$ cat src/rtl/instr_assembler_pkg.sv
// Shared instruction-set definitions for the assembler and its encoder.
package instr_assembler_pkg;

  typedef enum logic [5:0] {
    OpRtype = 6'h00,
    OpJ     = 6'h02,
    OpBeq   = 6'h04,
    OpAddi  = 6'h08,
    OpLw    = 6'h23,
    OpSw    = 6'h2B
  } OpCode;

  typedef enum logic [5:0] {
    FnAdd = 6'h20,
    FnSub = 6'h22,
    FnAnd = 6'h24,
    FnOr  = 6'h25
  } Funct;

  typedef logic [31:0] Instruction;
  typedef logic [7:0]  ProgramCounter;

  typedef struct packed {
    OpCode      opcode;
    logic [4:0] rs;
    logic [4:0] rt;
    logic [4:0] rd;
    logic [4:0] shamt;
    Funct       funct;
  } RType;

  typedef struct packed {
    OpCode       opcode;
    logic [4:0]  rs;
    logic [4:0]  rt;
    logic [15:0] imm;
  } IType;

  typedef struct packed {
    OpCode       opcode;
    logic [25:0] jaddr;
  } JType;

endpackage

$ cat src/rtl/instr_encoder.sv
// Combinational field-to-word encoder; illegal encodings yield a zero word.
module instr_encoder
  import instr_assembler_pkg::*;
(
  input  OpCode       opcode_i,
  input  Funct        funct_i,
  input  logic [4:0]  rs_i,
  input  logic [4:0]  rt_i,
  input  logic [4:0]  rd_i,
  input  logic [4:0]  shamt_i,
  input  logic [15:0] imm_i,
  input  logic [25:0] jaddr_i,
  output Instruction  word_o,
  output logic        illegal_o
);

  RType r_word;
  IType i_word;
  JType j_word;

  assign r_word = '{opcode: opcode_i, rs: rs_i, rt: rt_i, rd: rd_i, shamt: shamt_i,
                    funct: funct_i};
  assign i_word = '{opcode: opcode_i, rs: rs_i, rt: rt_i, imm: imm_i};
  assign j_word = '{opcode: opcode_i, jaddr: jaddr_i};

  // Select the format by opcode; unknown opcodes or R-type functs are illegal.
  always_comb begin
    word_o    = '0;
    illegal_o = 1'b0;
    case (opcode_i)
      OpRtype: begin
        case (funct_i)
          FnAdd, FnSub, FnAnd, FnOr: word_o = r_word;
          default:                   illegal_o = 1'b1;
        endcase
      end
      OpAddi, OpBeq, OpLw, OpSw: word_o = i_word;
      OpJ:                       word_o = j_word;
      default:                   illegal_o = 1'b1;
    endcase
  end

endmodule

$ cat src/rtl/instr_assembler.sv
// Accepts instruction field requests, encodes them and writes one word per
// transfer into instruction memory at consecutive addresses.
module instr_assembler
  import instr_assembler_pkg::*;
#(
  parameter int unsigned MEM_WORDS = 256
) (
  input  logic          clk,
  input  logic          reset,
  input  logic          start,
  input  ProgramCounter base_addr,
  input  logic          in_valid,
  output logic          in_ready,
  input  OpCode         in_opcode,
  input  Funct          in_funct,
  input  logic [4:0]    in_rs,
  input  logic [4:0]    in_rt,
  input  logic [4:0]    in_rd,
  input  logic [4:0]    in_shamt,
  input  logic [15:0]   in_imm,
  input  logic [25:0]   in_jaddr,
  input  logic          in_last,
  output logic          mem_we,
  output ProgramCounter mem_addr,
  output Instruction    mem_wdata,
  output logic          busy,
  output logic          done,
  output logic          err,
  output logic          full,
  output logic [8:0]    count
);

  localparam logic [8:0] MaxWords = 9'(MEM_WORDS);

  typedef enum logic [1:0] {StIdle, StAccept, StWrite, StDone} state_e;

  state_e        state_q, state_d;
  ProgramCounter addr_q;
  logic          last_q;
  logic [8:0]    count_q;
  logic [8:0]    count_inc;
  logic          err_q, full_q;
  logic          xfer;
  Instruction    enc_word;
  logic          enc_illegal;

  assign xfer      = (state_q == StAccept) && in_valid;
  assign count_inc = count_q + 9'd1;
  assign count     = count_q;
  assign err       = err_q;
  assign full      = full_q;

  instr_encoder u_encoder (
    .opcode_i  (in_opcode),
    .funct_i   (in_funct),
    .rs_i      (in_rs),
    .rt_i      (in_rt),
    .rd_i      (in_rd),
    .shamt_i   (in_shamt),
    .imm_i     (in_imm),
    .jaddr_i   (in_jaddr),
    .word_o    (enc_word),
    .illegal_o (enc_illegal)
  );

  // State register.
  always_ff @(posedge clk) begin
    if (reset) state_q <= StIdle;
    else       state_q <= state_d;
  end

  // Next-state and handshake/status outputs.
  always_comb begin
    state_d  = state_q;
    mem_we   = 1'b0;
    in_ready = 1'b0;
    busy     = 1'b1;
    done     = 1'b0;
    unique case (state_q)
      StIdle: begin
        busy = 1'b0;
        if (start) state_d = StAccept;
      end
      StAccept: begin
        in_ready = 1'b1;
        if (in_valid) state_d = StWrite;
      end
      StWrite: begin
        mem_we  = 1'b1;
        state_d = (last_q || count_inc == MaxWords) ? StDone : StAccept;
      end
      StDone: begin
        done    = 1'b1;
        state_d = StIdle;
      end
      default: state_d = StIdle;
    endcase
  end

  // Session datapath: address, captured word, counters and sticky flags.
  always_ff @(posedge clk) begin
    if (reset) begin
      addr_q    <= '0;
      mem_addr  <= '0;
      mem_wdata <= '0;
      last_q    <= 1'b0;
      count_q   <= '0;
      err_q     <= 1'b0;
      full_q    <= 1'b0;
    end else begin
      if (state_q == StIdle && start) begin
        addr_q  <= base_addr;
        count_q <= '0;
        err_q   <= 1'b0;
        full_q  <= 1'b0;
      end
      if (xfer) begin
        mem_addr  <= addr_q;
        mem_wdata <= enc_word;
        last_q    <= in_last;
        if (enc_illegal) err_q <= 1'b1;
      end
      if (state_q == StWrite) begin
        addr_q  <= addr_q + 8'd1;
        count_q <= count_inc;
        // Running out of room only counts as full when the session was not ending anyway.
        if (!last_q && count_inc == MaxWords) full_q <= 1'b1;
      end
    end
  end

endmodule
$ cat config.mk
export PLATFORM = sky130hd
export DESIGN_NAME = instr_assembler
export DESIGN_NICKNAME = d
export VERILOG_FILES = /design/src/rtl/instr_assembler_pkg.sv /design/src/rtl/instr_encoder.sv /design/src/rtl/instr_assembler.sv
export SDC_FILE = /design/constraint.sdc
export NUM_CORES = 1
export LEC_CHECK = 0
export CAP_MARGIN = 20
export CORE_MARGIN = 3
export CORE_UTILIZATION = 25
export CTS_CLUSTER_DIAMETER = 40
export DETAILED_ROUTE_END_ITERATION = 8
export HOLD_SLACK_MARGIN = 0.02
export PLACE_DENSITY = 0.55
export SLEW_MARGIN = 10
export SYNTH_ARGS = -nofsm -noshare
export SYNTH_HDL_FRONTEND = slang
export SYNTH_SLANG_ARGS = --single-unit
export TNS_END_PERCENT = 20
$ cat constraint.sdc
create_clock -name clk -period 2.4 [get_ports clk]
set_input_delay 0.36 -clock clk [delete_from_list [all_inputs] [get_ports clk]]
set_output_delay 0.36 -clock clk [all_outputs]
set_load 0.05 [all_outputs]
### Placed standard cells, run 1

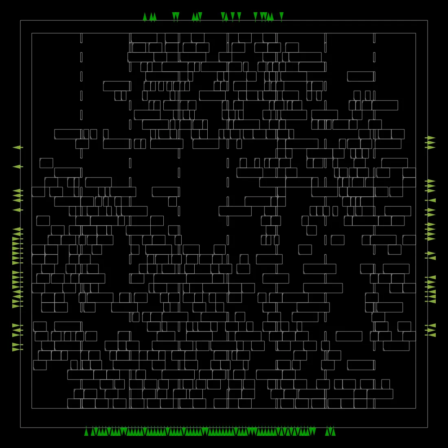
Rows: 39
Well Taps: 143
non-filler instance count after layout: 636
Seq area share: 25.3%

### Routed metal per tile, run 1

Bar = 20 um. The die is cut into 23 by 23 equal tiles; dark purple is low, yellow is high, scaled to the fullest tile. Values are wire area over tile area, all layers added.
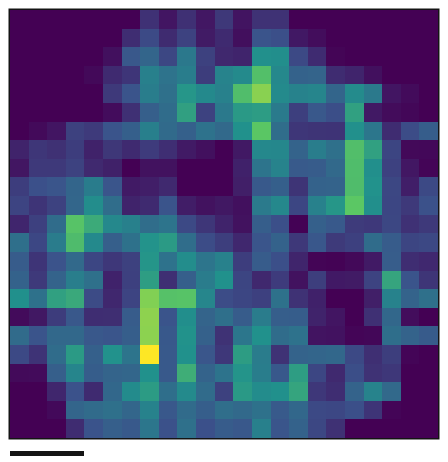
densest ninth of the die: bottom middle
nearly empty tiles: 18%
fullest tile: 0.54
mean over tiles: 0.13
emptiest ninth of the die: top left
tiles over half the peak: 8.5%
average routed wire per standard cell: 16.9 um
GR Util All Layers: 16.6%
via count: 3264
final WL: 10.7 mm

==> Slide: Implementation Results, run 1 <==
Synthesis and Place & Route Summary

Hold path
  – Worst Hold Class: reg -> reg
  – Min-delay src: mem_addr[0]$_SDFFE_PP0P_

Final layout
  – Repair and plain buffers: 160
  – Fin nets: 578
  – FF+latch area: 0.00124 mm2
  – Biggest Area Class: non-clock buffers
  – Final instance area: 0.00491 mm2
  – Largest Register: mem_wdata
  – Inverter count: 7
  – # fillers: about 1200
  – Share of cells above drive strength 1: ~8.3%
  – Most numerous logic cells after layout: clkdlybuf4s50_1 (140), dfxtp_1 (62), nand2_1 (36), a21oi_1 (26), and3_1 (25)
  – Area growth syn-to-layout: 64.7%
  – Comb/total area: 32.3%
  – Largest register FFs: 32
  – MI comb cells: ~250
  – Fin util: between 40 and 50%
  – Flip-flops: approximately 62
  – Most frequent logic cell in the layout: clkdlybuf4s50_1
  – Multi-input gate area: 0.00159 mm2
  – Clock buffer count: 14

Pwr
  – Sw Pwr: between 600 and 700 uW
  – Seq pwr share: between 30% and 40%
  – Worst VDD drop: 264 uV
  – Sw Share: a little under a quarter
  – Overall power: roughly 2700 uW
  – Comb pwr: 356 uW
  – Internal power: 2070 uW
  – PwrDens: 552 mW/mm2
  – Clock Power: 1280 uW
  – LEAKAGE: ~0.0018 uW
  – Top Consumer: the clock network
  – Sequential power: 1070 uW

Synth
  – Top cells, area: dfxtp_1 (42%), and3_1 (5.3%), nand2_1 (4.5%)
  – Multiplexer share: 0.714%
  – Cell type with the largest total area after synthesis: dfxtp_1
  – Adders+Majority by Area: less than 1%
  – Number of enable flip-flop cells: 0
  – Area leader share: 41.7%
  – Nets at Floorplan: 434
  – Distinct cells, synth: 59
  – Yosys reg bits: around 62
  – Seq share, synth: between 40% and 50%
  – Yosys chip area: 0.00298 mm2
  – Synth cell count leaders: dfxtp_1 (62), nand2_1 (36), a21oi_1 (26)
  – Simple Share, Synth: 23.1%
  – Top comb family, area: AND-OR/OR-AND gates
  – Syn Std Cell Area: 0.00298 mm2
  – Most frequent cell after synthesis: dfxtp_1
  – Post-synthesis area per instance: 8.63 um2
  – Synth warnings: 0
  – Area fraction in xor and xnor cells: 0.294%
  – Number of standard cells reported by yosys: roughly 350
  – Post-Syn Instances: 345

Die
  – Die area: 0.0133 mm2
  – Chip height: 115 um
  – I/O Pins: between 100 and 150
  – Width of the die: 115 um
  – Fp_density: 25.9%
  – Core area: 0.0115 mm2

Worst setup path
  – Buffer and inverter count on the worst path: 2
  – FF-to-FF setup slack: 0.69 ns
  – Worst path slowest cell: clkdlybuf4s50_1
  – Top cell family by delay on the critical path: buffers and inverters
  – Crit Reg-Reg Startpoint: count[0]$_SDFFE_PP0P_
  – Reg2Reg Depth: 5
  – Worst Path Required: approximately 2 ns
  – Critical path, cell by cell: buf_4, and2_1, clkdlybuf4s50_1
  – Termination of the worst setup path: done
  – Critical Path Fanout Max: 10
  – Worst setup SP type: flop
  – Critical path launch point: state_q[0]$_SDFFE_PP0P_
  – Setup crit end kind: output port
  – WP depth: 3
  – Critical R2R Capture: state_q[1]$_SDFFE_PP0P_
  – Arrival time worst endpoint: 1.79 ns

Clocking
  – Clock root buffer: clkbuf_16
  – H-tree lvl count: 3
  – Post-CTS Resized: 0
  – Hold_buf cts: 0
  – Reg clk slew, reported paths: 0.05 ns
  – Setup Buffers After CTS: 0
  – CTS max path bufs: 2
  – CTS tree: built
  – Total clock buffers created by CTS: 9
  – Clock sink count: between 60 and 70

Timing
  – Max frequency: ~460 MHz
  – Period minus WS final: 2.15 ns
  – Slew Viols, Final: 0
  – Final tally of hold violations: 0
  – WHS: 0.458 ns
  – Worst Tran Pin Value: between 0.8 and 0.9 ns
  – Worst setup margin: 0.246 ns
  – Cycle use final: 89.7%
  – Setup TNS: 0 ns
  – Endpoints failing setup: 0
  – RSZ-0062 raised after global routing: no

Detailed routing
  – Top sig layer: met4
  – DRT iter0 DRCs: 235
  – Detail Route met2 WL: 5.31 mm
  – DR pass1 iterations: 4
  – Routed met1 length: 4.71 mm
  – Metal3 WL: slightly below 500 um
  – Post-detailed-route count of antenna-violating nets: 0
  – Vias per cell: a little over 5
  – Detailed-route DRC error count: 0

Placement
  – PortBufs: 141
  – Placement Cell Area: 0.00462 mm2
  – Placer Congestion: between 0.8 and 0.9
  – Pre-CTS WS: -0.0857 ns
  – Dpl hpwl: between 7 and 8 mm
  – Placed insts: 621

Global routing
  – GRT Max-Usage Layer: met2
  – First-pass GRT wire length: around 17 mm
  – GRT overflow: 0
  – GR Util met1: 20.3%
  – Antenna violations before repair: 0
  – Met3 Use GR: just under 4%
  – Pin count of the biggest net entering global routing: 42
  – Vias in the first global route: 3287
  – Met2 Use GR: 27.8%

Run
  – Tool warnings: 26
  – Max_cap viols: 0

Run status
  – Status: complete, no violations
### Clock distribution, run 1

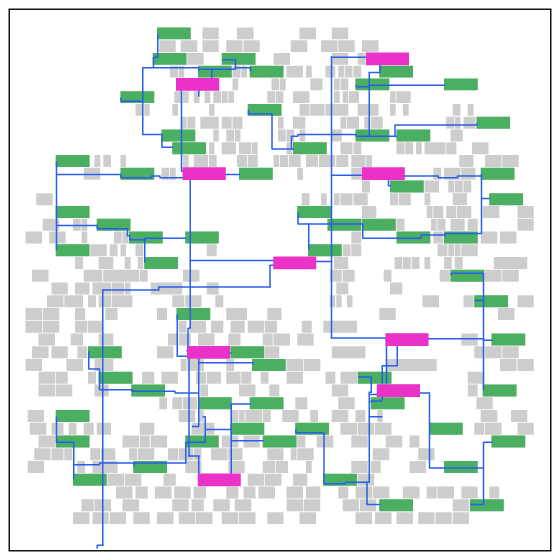
legend:
  blue:
    item: clock wires
    length: 1040 um
  magenta:
    item: cells driving clock nets
    count: 9
  green:
    item: flip-flops
    count: 62
flops lie: widely spread
Clock Skew: 0.00505 ns
clk latency late pin: 0.33 ns

### Sequential cells grouped by signal name, run 1

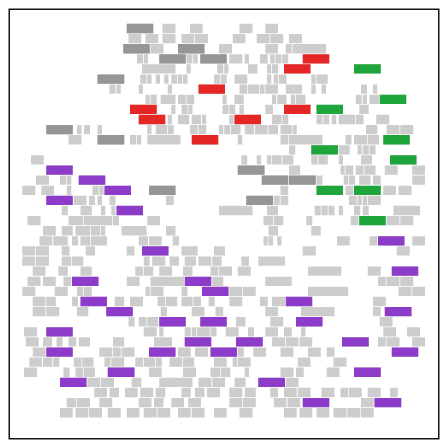

==> run 1 -> run 2 <==
Settings changed: GPL_ROUTABILITY_DRIVEN from default to 0, GPL_TIMING_DRIVEN from default to 0.
### Sequential cells grouped by signal name, run 2

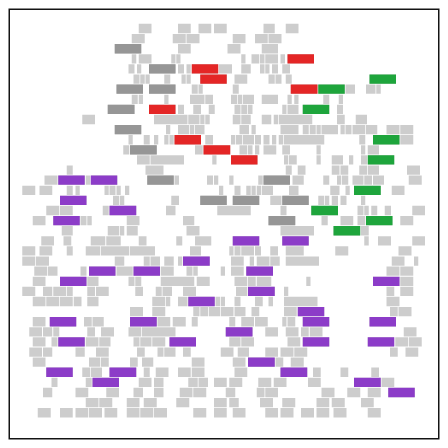
legend:
  green:
    netlist_name: count
    placed_flops: 9
  red:
    netlist_name: addr_q
    placed_flops: 8
    where: top middle
  purple:
    netlist_name: mem_wdata
    placed_flops: 32
not coloured: 13
fin util: 42.2%
Seq area share: 25.5%
sequential power: 1070 uW
FF+latch area: 0.00124 mm2

### Clock distribution, run 2

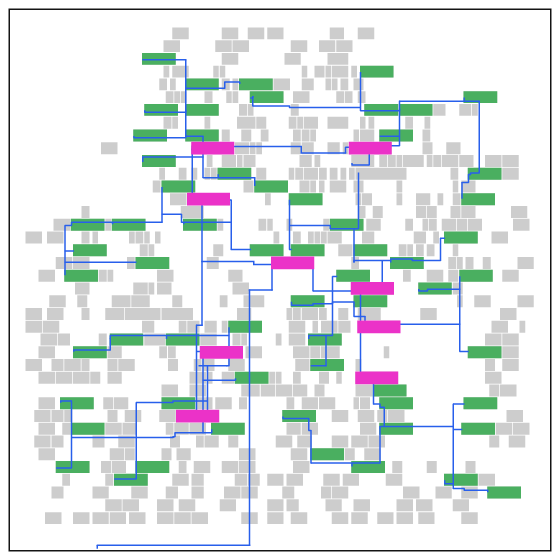
legend:
  green:
    item: flip-flops
    count: 62
  magenta:
    item: cells driving clock nets
    count: 9
  blue:
    item: clock wires
    length: 1020 um
flops lie: widely spread
clk latency late pin: 0.32 ns
Clock Power: 1360 uW
Clock Skew: 0.00575 ns
Clk pwr share: 48.9%

==> Slide: Implementation Results, run 2 <==
Synthesis and Place & Route Summary

Run status
  – Status: complete, no violations

Hold path
  – Worst Hold Class: reg -> reg
  – Min-delay src: mem_wdata[5]$_SDFFE_PP0P_

Synth
  – Synth warnings: 0
  – Number of enable flip-flop cells: 0
  – Top cells, area: dfxtp_1 (42%), and3_1 (5.3%), nand2_1 (4.5%)
  – Multiplexer share: 0.714%
  – Nets at Floorplan: 434
  – Number of standard cells reported by yosys: about 350
  – Synth cell count leaders: dfxtp_1 (62), nand2_1 (36), a21oi_1 (26)
  – Distinct cells, synth: around 60
  – Simple Share, Synth: 23.1%
  – Top comb family, area: AND-OR/OR-AND gates
  – Yosys reg bits: roughly 62
  – Adders+Majority by Area: 0.840%
  – Seq share, synth: between 40% and 50%
  – Cell type with the largest total area after synthesis: dfxtp_1
  – Yosys chip area: 0.00298 mm2
  – Most frequent cell after synthesis: dfxtp_1
  – Post-Syn Instances: 345
  – Area leader share: a little over two fifths
  – Syn Std Cell Area: about 0.0030 mm2
  – Area fraction in xor and xnor cells: 0.294%

Global routing
  – Met2 Use GR: 27.5%
  – GR Util met1: around 22%
  – GRT Max-Usage Layer: met2
  – GRT overflow: 0
  – First-pass GRT wire length: 17.6 mm
  – Antenna violations before repair: 1
  – Met3 Use GR: 4.05%

Detailed routing
  – Detailed-route DRC error count: 0
  – Metal3 WL: 519 um
  – Vias per cell: 5.12
  – Detail Route met2 WL: 5.46 mm
  – Top sig layer: met4
  – DRT iter0 DRCs: between 200 and 250
  – Post-detailed-route count of antenna-violating nets: 0
  – Routed met1 length: roughly 4.8 mm
  – DR pass1 iterations: 5

Run
  – Max_cap viols: 0

Timing
  – Worst setup margin: 0.169 ns
  – WHS: 0.457 ns
  – RSZ-0062 raised after global routing: no
  – Slew Viols, Final: 0
  – Cycle use final: 93.0%
  – Endpoints failing setup: 0
  – Worst Tran Pin Value: around 0.57 ns
  – Setup TNS: 0 ns
  – Max frequency: 448 MHz
  – Period minus WS final: 2.23 ns
  – Final tally of hold violations: 0

Worst setup path
  – Worst Path Required: approximately 2.7 ns
  – Critical R2R Capture: mem_wdata[6]$_SDFFE_PP0P_
  – Crit Reg-Reg Startpoint: state_q[1]$_SDFFE_PP0P_
  – Critical path launch point: in_opcode[0]
  – FF-to-FF setup slack: roughly 0.42 ns
  – WP depth: 6
  – Critical Path Fanout Max: 10
  – Buffer and inverter count on the worst path: 2
  – Arrival time worst endpoint: between 2 and 2.5 ns
  – Setup crit end kind: flop
  – Top cell family by delay on the critical path: buffers and inverters
  – Reg2Reg Depth: 5
  – Worst setup SP type: input pin
  – Termination of the worst setup path: mem_wdata[29]$_SDFFE_PP0P_

Placement
  – Placement Cell Area: 0.00456 mm2
  – PortBufs: between 100 and 150
  – Pre-CTS WS: -0.179 ns
  – Placed insts: ~630

Die
  – Rows: 39
  – Chip height: around 120 um
  – Well Taps: 143
  – I/O Pins: about 140
  – Die area: 0.0133 mm2
  – Core area: 0.0115 mm2
  – Fp_density: between 20% and 30%

Final layout
  – Flip-flops: 62
  – Fin nets: about 600
  – # fillers: ~1200
  – Largest Register: mem_wdata
  – Inverter count: 7
  – Biggest Area Class: logic gates
  – Multi-input gate area: 0.00159 mm2
  – Comb/total area: between 30 and 40%
  – Repair and plain buffers: 167
  – Final instance area: approximately 0.005 mm2
  – Share of cells above drive strength 1: 6.60%
  – Area growth syn-to-layout: 63.4%
  – Most numerous logic cells after layout: clkdlybuf4s50_1 (136), dfxtp_1 (62), nand2_1 (36), a21oi_1 (26), and3_1 (25)
  – Most frequent logic cell in the layout: clkdlybuf4s50_1
  – MI comb cells: about 250
  – Clock buffer count: 12

Clocking
  – CTS max path bufs: 2
  – Total clock buffers created by CTS: 9
  – Clock root buffer: clkbuf_16
  – Clock sink count: 62
  – H-tree lvl count: 3
  – Hold_buf cts: 0
  – Post-CTS Resized: 3
  – CTS tree: built
  – Setup Buffers After CTS: 0
  – Reg clk slew, reported paths: 0.05 ns

Pwr
  – Seq pwr share: approximately two fifths
  – Overall power: 2780 uW
  – Sw Share: about a quarter
  – Comb pwr: 349 uW
  – Sw Pwr: roughly 660 uW
  – PwrDens: about 570 mW/mm2
### Routed metal per tile, run 2

Bar = 20 um. The die is cut into 23 by 23 equal tiles; dark purple is low, yellow is high, scaled to the fullest tile. Values are wire area over tile area, all layers added.
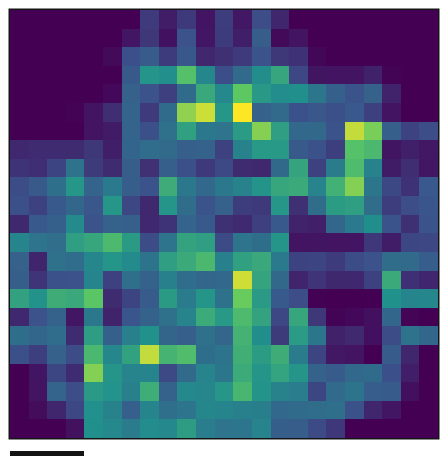
nearly empty tiles: 17%
mean over tiles: 0.13
fullest tile: 0.47
final WL: 11.0 mm
via count: 3297
average routed wire per standard cell: 17.0 um
GR Util All Layers: 16.9%

==> run 2 -> run 3 <==
Settings changed: CAP_MARGIN 20 to 40.
### Sequential cells grouped by signal name, run 3

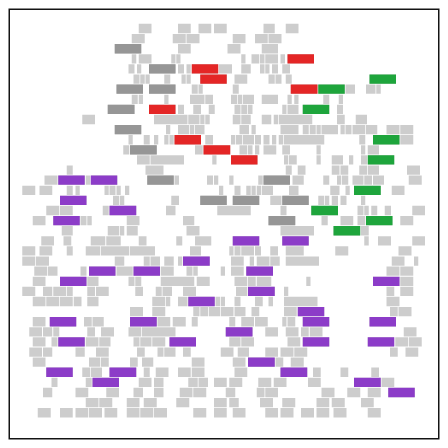

### Sizing map, run 3

Bar = 20 um.
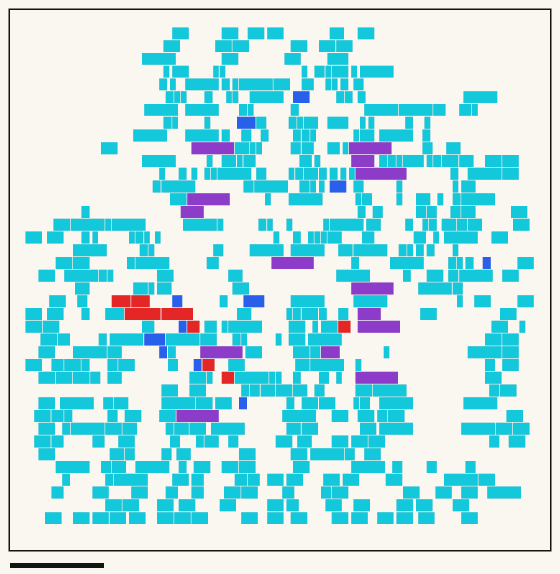
legend:
  purple:
    size: drive 6 and up
    cells: 14
    share: 2.8%
  red:
    size: drive 3 to 4
    cells: 8
    share: 1.6%
  blue:
    size: drive 2
    cells: 11
    share: 2.2%
  cyan:
    size: drive 1 or less
    cells: 467
    share: 93%
Area growth syn-to-layout: 63.4%
final instance area: 0.00486 mm2
Repair and plain buffers: 167
worst setup margin: 0.169 ns

==> Slide: Implementation Results, run 3 <==
Synthesis and Place & Route Summary

Run status
  – Status: complete, no violations

Die
  – Rows: 39
  – Fp_density: 25.9%
  – Well Taps: 143
  – I/O Pins: 142
  – Chip height: about 120 um
  – Width of the die: 115 um
  – Die area: 0.0133 mm2

Synth
  – Distinct cells, synth: 59
  – Top comb family, area: AND-OR/OR-AND gates
  – Simple Share, Synth: 23.1%
  – Synth warnings: 0
  – Number of enable flip-flop cells: 0
  – Syn Std Cell Area: between 0.002 and 0.003 mm2
  – Area fraction in xor and xnor cells: 0.294%
  – Nets at Floorplan: 434
  – Adders+Majority by Area: less than 1%
  – Seq share, synth: between 40% and 50%
  – Area leader share: 41.7%
  – Post-synthesis area per instance: approximately 8.6 um2
  – Most frequent cell after synthesis: dfxtp_1
  – Cell type with the largest total area after synthesis: dfxtp_1
  – Multiplexer share: less than 1%
  – Top cells, area: dfxtp_1 (42%), and3_1 (5.3%), nand2_1 (4.5%)
  – Post-Syn Instances: 345
  – Yosys reg bits: roughly 62
  – Number of standard cells reported by yosys: ~350
  – Yosys chip area: 0.00298 mm2

Timing
  – Final tally of hold violations: 0
  – WHS: about 0.46 ns
  – RSZ-0062 raised after global routing: no
  – Endpoints failing setup: 0
  – Clock Skew: 0.00575 ns
  – Slew Viols, Final: 0
  – Max frequency: 448 MHz
  – Slew HR: about 62%
  – Period minus WS final: 2.23 ns

Detailed routing
  – DRT iter0 DRCs: 213
  – Detailed-route DRC error count: 0
  – Via count: 3297
  – DR pass1 iterations: 5
  – Post-detailed-route count of antenna-violating nets: 0
  – Top sig layer: met4
  – Vias per cell: 5.12
  – Routed met1 length: 4.80 mm
  – Metal3 WL: 519 um
  – Detail Route met2 WL: 5.46 mm
  – Average routed wire per standard cell: 17.0 um

Final layout
  – MI comb cells: 249
  – # fillers: 1161
  – Multi-input gate area: 0.00159 mm2
  – Fin nets: between 500 and 600
  – Non-filler instance count after layout: approximately 640
  – Largest register FFs: 32
  – Most numerous logic cells after layout: clkdlybuf4s50_1 (136), dfxtp_1 (62), nand2_1 (36), a21oi_1 (26), and3_1 (25)
  – Inverter count: 7
  – Fin util: 42.2%
  – Most frequent logic cell in the layout: clkdlybuf4s50_1
  – Seq area share: 25.5%
  – N_diodes: 1
  – Largest Register: mem_wdata
  – Clock buffer count: 12
  – Biggest Area Class: logic gates
  – Comb/total area: 32.6%
  – FF+latch area: ~0.0012 mm2

Placement
  – PortBufs: 140
  – Placed insts: 628
  – Pre-CTS WS: -0.179 ns
  – Placement Cell Area: 0.00456 mm2
  – Dpl hpwl: 8.29 mm

Pwr
  – PwrDens: 571 mW/mm2
  – Clk pwr share: 48.9%
  – Worst VDD drop: 233 uV
  – Sw Pwr: 660 uW
  – Seq pwr share: 38.6%
  – Top Consumer: the clock network
  – Comb pwr: 349 uW
  – LEAKAGE: 0.00179 uW
  – Internal power: ~2100 uW
  – Clock Power: 1360 uW
  – Sw Share: 23.8%
  – Overall power: 2780 uW

Global routing
  – Antenna violations before repair: 1
  – GRT overflow: 0
  – GRT Max-Usage Layer: met2
  – First-pass GRT wire length: 17.6 mm
  – Met3 Use GR: 4.05%
  – GR Util met1: 21.7%
  – Met2 Use GR: 27.5%
  – Vias in the first global route: 3327
  – Pin count of the biggest net entering global routing: 11
  – GR Util All Layers: 16.9%

Worst setup path
  – Critical R2R Capture: mem_wdata[6]$_SDFFE_PP0P_
  – Reg2Reg Depth: 5
  – Setup crit end kind: flop
  – Worst setup SP type: input pin
  – WP depth: 6
  – Critical path launch point: in_opcode[0]
  – Worst Path Required: between 2 and 3 ns
  – Worst path slowest cell: or4_1
  – Crit Reg-Reg Startpoint: state_q[1]$_SDFFE_PP0P_
  – Critical path, cell by cell: clkdlybuf4s50_1, or4_1, o22ai_2, buf_2, nand3_1, a21oi_1
  – Critical Path Fanout Max: 10
  – Top cell family by delay on the critical path: buffers and inverters
  – FF-to-FF setup slack: 0.42 ns

Clocking
  – Clock sink count: 62
  – Hold_buf cts: 0
  – Setup Buffers After CTS: 0
  – CTS max path bufs: 2
  – Post-CTS Resized: 3
  – H-tree lvl count: 3
  – CTS tree: built
  – Clk latency late pin: about 0.32 ns

Hold path
  – Min-delay src: mem_wdata[5]$_SDFFE_PP0P_
  – Worst Hold Class: reg -> reg

Run
  – Tool warnings: 26
  – Max_cap viols: 0
### Placed standard cells, run 3

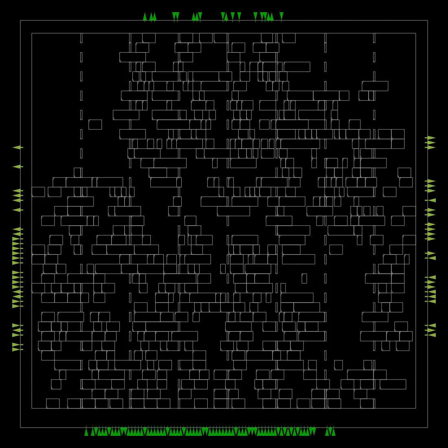
core area: 0.0115 mm2
flip-flops: 62

Power is estimated from default activity; no workload was simulated.
